## src/rtl/gate_sweep_unit.sv

```systemverilog
// gate_sweep_unit
//   N_IN-input reduction-gate evaluator with a built-in exhaustive sweep.
//   Direct mode evaluates one vector with one cycle of latency. Sweep mode walks
//   every input combination 0..TT_W-1 in order and captures the truth table.
// Ports
//   clk, rst      rising-edge clock, synchronous active-high reset
//   op            gate select: AND, OR, NAND, NOR, XOR, XNOR, BUF(bit0), NOT(bit0)
//   start         begin a sweep (taken only in IDLE, wins over eval_valid)
//   eval_valid    evaluate eval_in directly (taken only in IDLE)
//   eval_in       direct-mode input vector
//   busy          high while sweeping
//   vec_out/y_out vector and its gate result, qualified by y_valid
//   tt_out        captured truth table, bit k = f(k)
//   done          one-cycle pulse alongside the final sweep result
module gate_sweep_unit #(
  parameter  int N_IN = 2,
  localparam int TT_W = 2**N_IN
) (
  input  logic            clk,
  input  logic            rst,
  input  logic [2:0]      op,
  input  logic            start,
  input  logic            eval_valid,
  input  logic [N_IN-1:0] eval_in,
  output logic            busy,
  output logic [N_IN-1:0] vec_out,
  output logic            y_out,
  output logic            y_valid,
  output logic [TT_W-1:0] tt_out,
  output logic            done
);

  typedef enum logic {IDLE = 1'b0, SWEEP = 1'b1} state_t;

  // One extra bit keeps the terminal compare against TT_W-1 wrap-free.
  localparam logic [N_IN:0] LAST = (N_IN+1)'(TT_W - 1);

  state_t          state, state_d;
  logic [N_IN:0]   cnt, cnt_d;
  logic [2:0]      op_q, op_q_d;
  logic            busy_d, y_d, yv_d, done_d;
  logic [N_IN-1:0] vec_d;
  logic [TT_W-1:0] tt_d;

  function automatic logic gate_f(input logic [2:0] o, input logic [N_IN-1:0] v);
    case (o)
      3'd0:    gate_f = &v;
      3'd1:    gate_f = |v;
      3'd2:    gate_f = ~&v;
      3'd3:    gate_f = ~|v;
      3'd4:    gate_f = ^v;
      3'd5:    gate_f = ~^v;
      3'd6:    gate_f = v[0];
      default: gate_f = ~v[0];
    endcase
  endfunction

  always_ff @(posedge clk) begin
    if (rst) begin
      state   <= IDLE;
      cnt     <= '0;
      op_q    <= '0;
      busy    <= 1'b0;
      vec_out <= '0;
      y_out   <= 1'b0;
      y_valid <= 1'b0;
      tt_out  <= '0;
      done    <= 1'b0;
    end else begin
      state   <= state_d;
      cnt     <= cnt_d;
      op_q    <= op_q_d;
      busy    <= busy_d;
      vec_out <= vec_d;
      y_out   <= y_d;
      y_valid <= yv_d;
      tt_out  <= tt_d;
      done    <= done_d;
    end
  end

  always_comb begin
    state_d = state;
    cnt_d   = cnt;
    op_q_d  = op_q;
    busy_d  = busy;
    vec_d   = vec_out;
    y_d     = y_out;
    yv_d    = 1'b0;
    tt_d    = tt_out;
    done_d  = 1'b0;
    case (state)
      IDLE: begin
        if (start) begin
          op_q_d  = op;
          cnt_d   = '0;
          tt_d    = '0;
          busy_d  = 1'b1;
          state_d = SWEEP;
        end else if (eval_valid) begin
          vec_d = eval_in;
          y_d   = gate_f(op, eval_in);
          yv_d  = 1'b1;
        end
      end
      SWEEP: begin
        // op_q is frozen here; live op/start/eval_valid are ignored.
        vec_d = cnt[N_IN-1:0];
        y_d   = gate_f(op_q, cnt[N_IN-1:0]);
        tt_d[cnt[N_IN-1:0]] = gate_f(op_q, cnt[N_IN-1:0]);
        yv_d  = 1'b1;
        cnt_d = cnt + 1'b1;
        if (cnt == LAST) begin
          done_d  = 1'b1;
          busy_d  = 1'b0;
          state_d = IDLE;
        end
      end
      default: state_d = IDLE;
    endcase
  end

endmodule

```

## config.mk

```make
export PLATFORM = sky130hd
export DESIGN_NAME = gate_sweep_unit
export DESIGN_NICKNAME = d
export VERILOG_FILES = /design/src/rtl/gate_sweep_unit.sv
export SDC_FILE = /design/constraint.sdc
export NUM_CORES = 1
export LEC_CHECK = 0
export CORE_MARGIN = 4
export CORE_UTILIZATION = 30
export CTS_BUF_LIST = sky130_fd_sc_hd__clkbuf_8
export DETAILED_ROUTE_END_ITERATION = 10
export PLACE_DENSITY = 0.58
export SLEW_MARGIN = 20
export SYNTH_ARGS = -nofsm -noshare
export SYNTH_HDL_FRONTEND = slang
export SYNTH_SLANG_ARGS = --single-unit
export TNS_END_PERCENT = 20
```

## constraint.sdc

```tcl
create_clock -name clk -period 2.5 [get_ports clk]
set_clock_uncertainty 0.05 [all_clocks]
set_input_delay 0.75 -clock clk [delete_from_list [all_inputs] [get_ports clk]]
set_output_delay 0.75 -clock clk [all_outputs]
set_load 0.02 [all_outputs]
```

**Run 1: cell area per tile**

(6 px per um) 6 x 6 tiles, from black (low) to pale yellow (high), 0 to 100% covered.
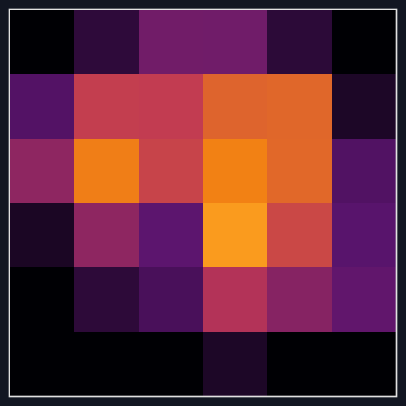
- tiles over 75% full: 2.8%
- mean over tiles: 29%
- emptiest ninth of the die: bottom left
- fullest tile: 78%
- densest ninth of the die: middle

**Run 1: clock nets**

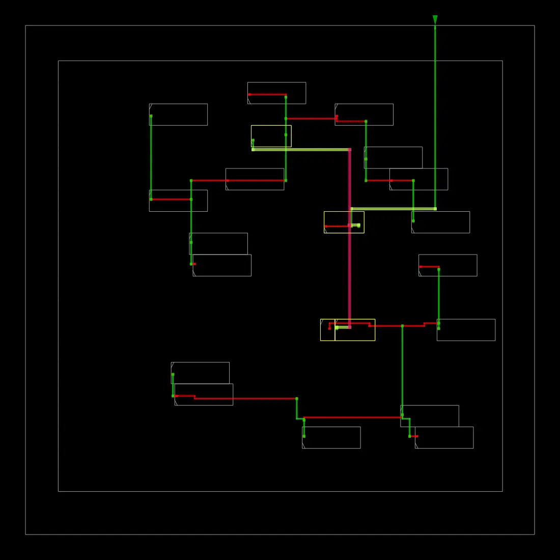
Late-Pin Clk Latency: 0.25 ns
count of clock tree sinks: 17
layout sequential cell count: 17
clock distribution power: 0.205 mW

**Run 1: signal wires on met2**

(6 px per um)
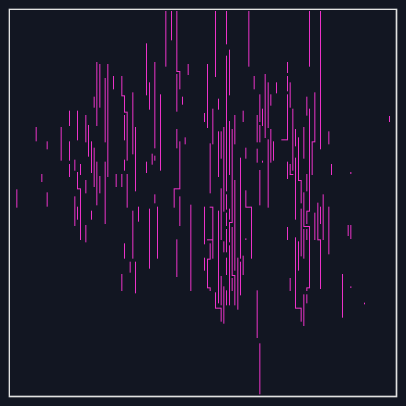
- nets with wire on the layer: 125
- longest straight run: 22.9 um

run 1: sequential cells by signal (all words and copies together) (netlist names):
signal / count
busy: 1
cnt: 3
done: 1
op_q: 3
state: 1
tt_out: 4
vec_out: 2
y_out: 1
y_valid: 1
run 1: through the flow:
stage / power [mW] / TNS, ns / hold WS [ns]
2_1_floorplan: 0.380 / 0 / 0.483
3_3_place_gp: 0.432 / -0.129 / 0.400
3_5_place_dp: 0.435 / -0.155 / 0.408
4_1_cts: 0.645 / 0 / 0.417
5_1_grt: 0.675 / 0 / 0.433
6_report: 0.633 / 0 / 0.416
run 1: tightest hold or removal path, stage by stage (launching register included):
cell and delay (ns):
dfxtp_1 0.31, nand2_1 0.05, a21oi_1 0.06
==> flow_summary.yaml, run 1 <==
# synthesis and place-and-route metrics
clocking:
  cts_hold_repair.buffers: 0
  num_cts_buffers: 3
  clock_tree.htree_level_count: 1
  ctsLongestPathBuffers: 2
global_route:
  grt_start_max_net_pins: 18
  wire_length_of_the_first_global_routing_pass_mm: 3.50
  grt_antenna_before_repair: 0
routing:
  route.met2.wl_mm: 1.01
  routed.top_layer: "met4"
  drt_drc_violations_left: 0
  vias_per_cell: 4.66
layout:
  n_multi_input_combinational_cell: 81
  nonClockInverterCount: 8
  nClkBuffers: 3
  ratio_of_cells_with_drive_above_1_in_the_final_layout: 0.104
  clk_share: 0.0367
  buf_share: 0.185
yosys:
  top_cells_by_instance_count_after_synthesis: "dfxtp_1, nor2_1, mux2i_1"
  post_synth_mux_area_share: 0.107
  synthesis.instances: 112
  yosysWarningCount: 0
timing:
  final.min_clock_period_ns: 2.38
  report.final.slew_viol_count: 0
  final-hold-violation-count: 0
  postLayoutSetupSlackWorst_ns: 0.120
critical_path:
  critical_path.startpoint: "eval_in[0]"
  timing_worst_setup_path_type: "in -> reg"
  worst_reg2reg_path_startpoint: "cnt[0]"
die:
  core_util_floorplan: 0.311
pwr:
  pwr_density_cell_mw_per_mm2: 502
  pwr.group.sequential_mw: 0.300
  total_internal_power_mw: 0.462
run:
  number_of_max_cap_violations: 0
hold_path:
  endpoint_with_the_worst_hold_slack: "tt_out[0]"
run_status:
  outcome: "completed"
==> run 1 -> run 2 <==
--- a/config.mk
+++ b/config.mk
@@ -9,6 +9,7 @@
 export CORE_UTILIZATION = 30
 export CTS_BUF_LIST = sky130_fd_sc_hd__clkbuf_8
 export DETAILED_ROUTE_END_ITERATION = 10
+export HOLD_SLACK_MARGIN = 0.08
 export PLACE_DENSITY = 0.58
 export SLEW_MARGIN = 20
 export SYNTH_ARGS = -nofsm -noshare
**Run 2: clock nets**

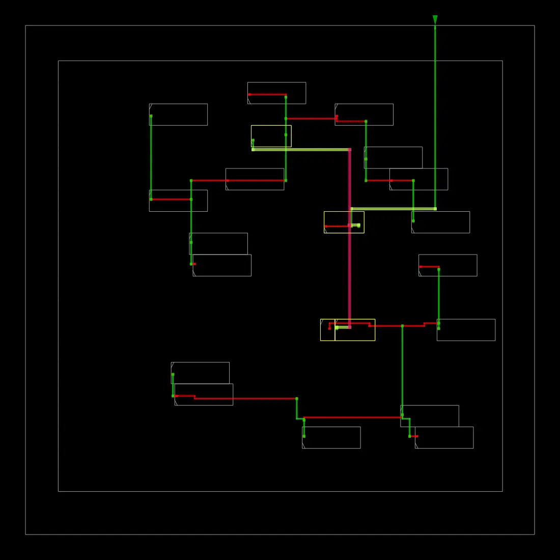
clock buffers: 3
Num CTS Buffers: 3

**Run 2: floorplan with the power grid**

(6 px per um) Pins as bars on the die edge.
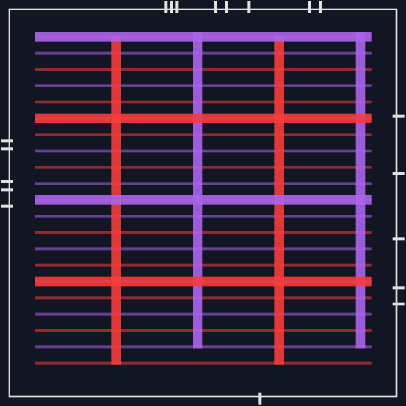
- VSS: red
- VDD: purple
- met5 straps: 4
- met4 straps: 4
- rows: 20
- signal pins: 19
- met1 rails: 21

**Run 2: cell area per tile**

(6 px per um) 6 x 6 tiles, from black (low) to pale yellow (high), 0 to 100% covered.
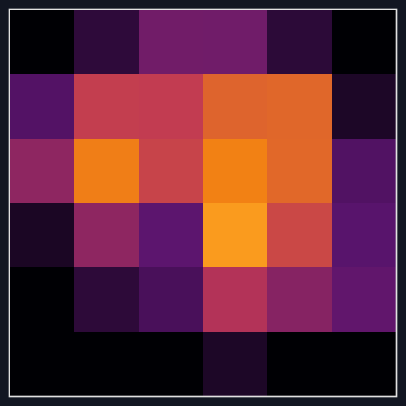
- nearly empty tiles: 22%
- fullest tile: 78%
- emptiest ninth of the die: bottom left
- tiles over 75% full: 2.8%
- mean over tiles: 29%

==> flow_summary.yaml, run 2 <==
# synthesis and place-and-route metrics
run_status:
  outcome: "completed"
layout:
  ratio_of_cells_with_drive_above_1_in_the_final_layout: 0.104
  layout_top_cells_excl_fill_tap: "clkdlybuf4s50_1, nor2_1, dfxtp_1"
  area_growth_pct: 32.5
  largest_register_ffs: 4
  top_register: "tt_out"
  reg.largest.list: "tt_out (4), cnt (3), op_q (3)"
clocking:
  clk-insertion-delay-late_ns: 0.25
  ctsLongestPathBuffers: 2
  cts.sinks: 17
  clock_tree.htree_level_count: 1
  cts_hold_repair.buffers: 0
yosys:
  ys_chip_area_um2: 951
  yosysWarningCount: 0
  ys_ff: 17
  synthesis.instances: 112
  top_cells_by_instance_count_after_synthesis: "dfxtp_1, nor2_1, mux2i_1"
  post_synth_mux_area_share: 0.107
routing:
  drt_drc_violations_left: 0
  vias_per_cell: 4.66
  route.antenna.remaining_nets: 0
  routed-via-count: 834
  routed_wire_length_per_instance_um: 11.2
timing:
  slew-limit-headroom: 0.557
  tns_ns: 0
  postLayoutSetupSlackWorst_ns: 0.120
  report.final.slew_viol_count: 0
  fmaxAchievable_ghz: 0.420
  final.min_clock_period_ns: 2.38
critical_path:
  worst_reg2reg_path_startpoint: "cnt[0]"
  end_kind: "flip-flop"
  cp_data_required_time_ns: 2.61
  crit_path_cell_trace: "clkdlybuf4s50_1, inv_1, ha_1, and2_1, or3_1, a311o_1, a311oi_2"
  critical_path.startpoint: "eval_in[0]"
  timing_worst_setup_path_type: "in -> reg"
pwr:
  pwr_density_cell_mw_per_mm2: 502
  seqPwrFrac: 0.474
  pwr.group.sequential_mw: 0.300
  power.ir.vdd_worst_v: 0.000152
  total_internal_power_mw: 0.462
  total_power_mw: 0.633
  share_comb_of_total_power: 0.201
global_route:
  wire_length_of_the_first_global_routing_pass_mm: 3.50
  grt_antenna_before_repair: 0
die:
  core_util_floorplan: 0.311
hold_path:
  endpoint_with_the_worst_hold_slack: "tt_out[0]"
-- run 2: cell counts in the layout (fill, tap and decap cells not counted) --
No cell type changed its count.
-- run 2: per-layer routing --
layer	wire length (um)	GRT usage	vias up
met2	1010	0.187	15
met1	909	0.123	387
met4	22	0.0554	0
li1	-	-	429
met5	0	0	-
met3	73	0.0211	3
-- run 2: per-stage QoR --
stage	utilization	instances	hold slack (ns)
after floorplan	-	112	0.483
after global placement	0.398	175	0.400
after detailed placement	0.398	175	0.408
after CTS	0.413	179	0.417
after global routing	0.413	179	0.433
final	0.413	179	0.416
-- run 2: final cells by class --
class,instances,area (um^2),area share
multi-input combinational,81,556,0.441
tap,44,55.1,0.0437
clock inverter,1,5.00,0.00397
timing repair buffer,25,233,0.185
inverter,8,30.0,0.0238
sequential,17,340,0.270
clock buffer,3,41.3,0.0328
**Run 2: signal wires on met2**

(6 px per um)
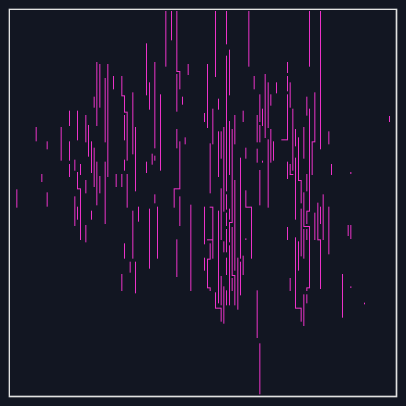

==> run 2 -> run 3 <==
--- a/config.mk
+++ b/config.mk
@@ -7,7 +7,8 @@
 export LEC_CHECK = 0
 export CORE_MARGIN = 4
 export CORE_UTILIZATION = 30
-export CTS_BUF_LIST = sky130_fd_sc_hd__clkbuf_8
+export CTS_BUF_LIST = sky130_fd_sc_hd__clkbuf_4 sky130_fd_sc_hd__clkbuf_8
+export CTS_CLUSTER_DIAMETER = 150
 export DETAILED_ROUTE_END_ITERATION = 10
 export HOLD_SLACK_MARGIN = 0.08
 export PLACE_DENSITY = 0.58
**Run 3: signal wires on met2**

(6 px per um)
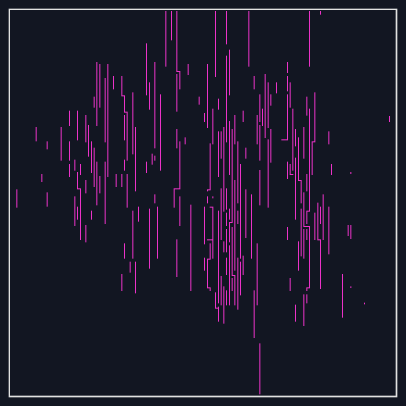
- nets with wire on the layer: 125
- main direction: vertical
- share of all routed wire: 49%

**Run 3: clock nets**

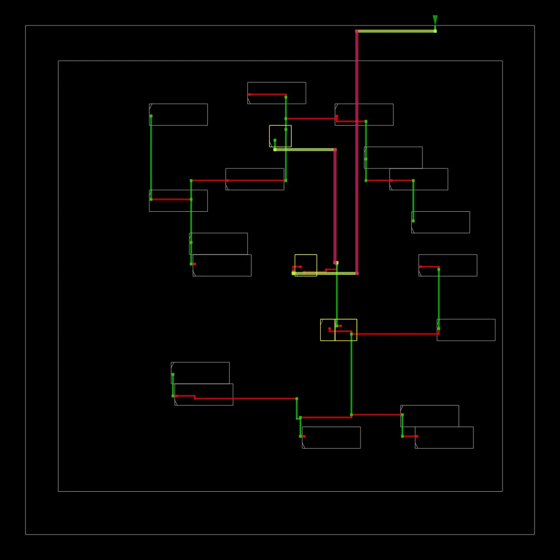
Late-Pin Clk Latency: 0.29 ns
clock distribution power: 0.148 mW

**Run 3: where the registers sit**

(6 px per um) Other sequential cells in the stronger gray, the rest of the logic in the fainter gray.
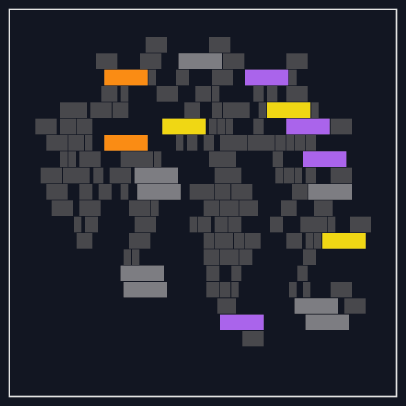
- `cnt`: yellow (sequential cells 3)
- `tt_out`: purple (sequential cells 4)
- `vec_out`: orange (sequential cells 2)

==> flow_summary.yaml, run 3 <==
# synthesis and place-and-route metrics
layout:
  reg.largest.list: "tt_out (4), cnt (3), op_q (3)"
  layout_top_cells_excl_fill_tap: "clkdlybuf4s50_1, nor2_1, dfxtp_1"
  top_register: "tt_out"
  ratio_of_cells_with_drive_above_1_in_the_final_layout: 0.104
critical_path:
  end_kind: "flip-flop"
  cp_data_required_time_ns: 2.66
pwr:
  total_power_mw: 0.576
  share_comb_of_total_power: 0.222
  pwr.group.sequential_mw: 0.300
  pwr_density_cell_mw_per_mm2: 464
routing:
  routed.top_layer: "met4"
  met3WireLength_um: 73
  routed_wire_length_per_instance_um: 11.3
  route.met2.wl_um: 990
  routed-via-count: 839
global_route:
  gr-usage-met1: 0.124
  grt_antenna_before_repair: 0
  most_used_layer_global_route: "met2"
  wire_length_of_the_first_global_routing_pass_mm: 3.48
timing:
  tns_ns: 0
  slew-limit-headroom: 0.558
  hold_ws_ns: 0.420
  report.final.slew_viol_count: 0
  postLayoutSetupSlackWorst_ns: 0.166
yosys:
  ys_chip_area_um2: 951
  ys_ff: 17
  top_cells_by_instance_count_after_synthesis: "dfxtp_1, nor2_1, mux2i_1"
  post_synth_mux_area_share: 0.107
  synthesis.instances: 112
run_status:
  outcome: "completed"
clocking:
  cts.sinks: 17
  num_cts_buffers: 3
  clock_tree.htree_level_count: 1
run 3: cell counts after synthesis:
Identical to the previous run, type by type.
run 3: area by class of cell:
cell class                 count  area (um^2)
timing repair buffer          25          233
inverter                       8         30.0
multi-input combinational     81          556
clock inverter                 1         5.00
fill                         331         1810
tap                           44         55.1
clock buffer                   3         22.5
sequential                    17          340
run 3: path summary, 6_finish.rpt:
check	startpoint	endpoint	slack [ns]	cells after the start
worst max-delay path	eval_in[0]	y_out	0.17	7
worst min register to register	tt_out[0]	tt_out[0]	0.42	2
worst max register to register	cnt[0]	y_out	0.49	6
worst min-delay path	tt_out[0]	tt_out[0]	0.42	2
Power figures rest on the tool's default switching activity, not on a simulated workload.
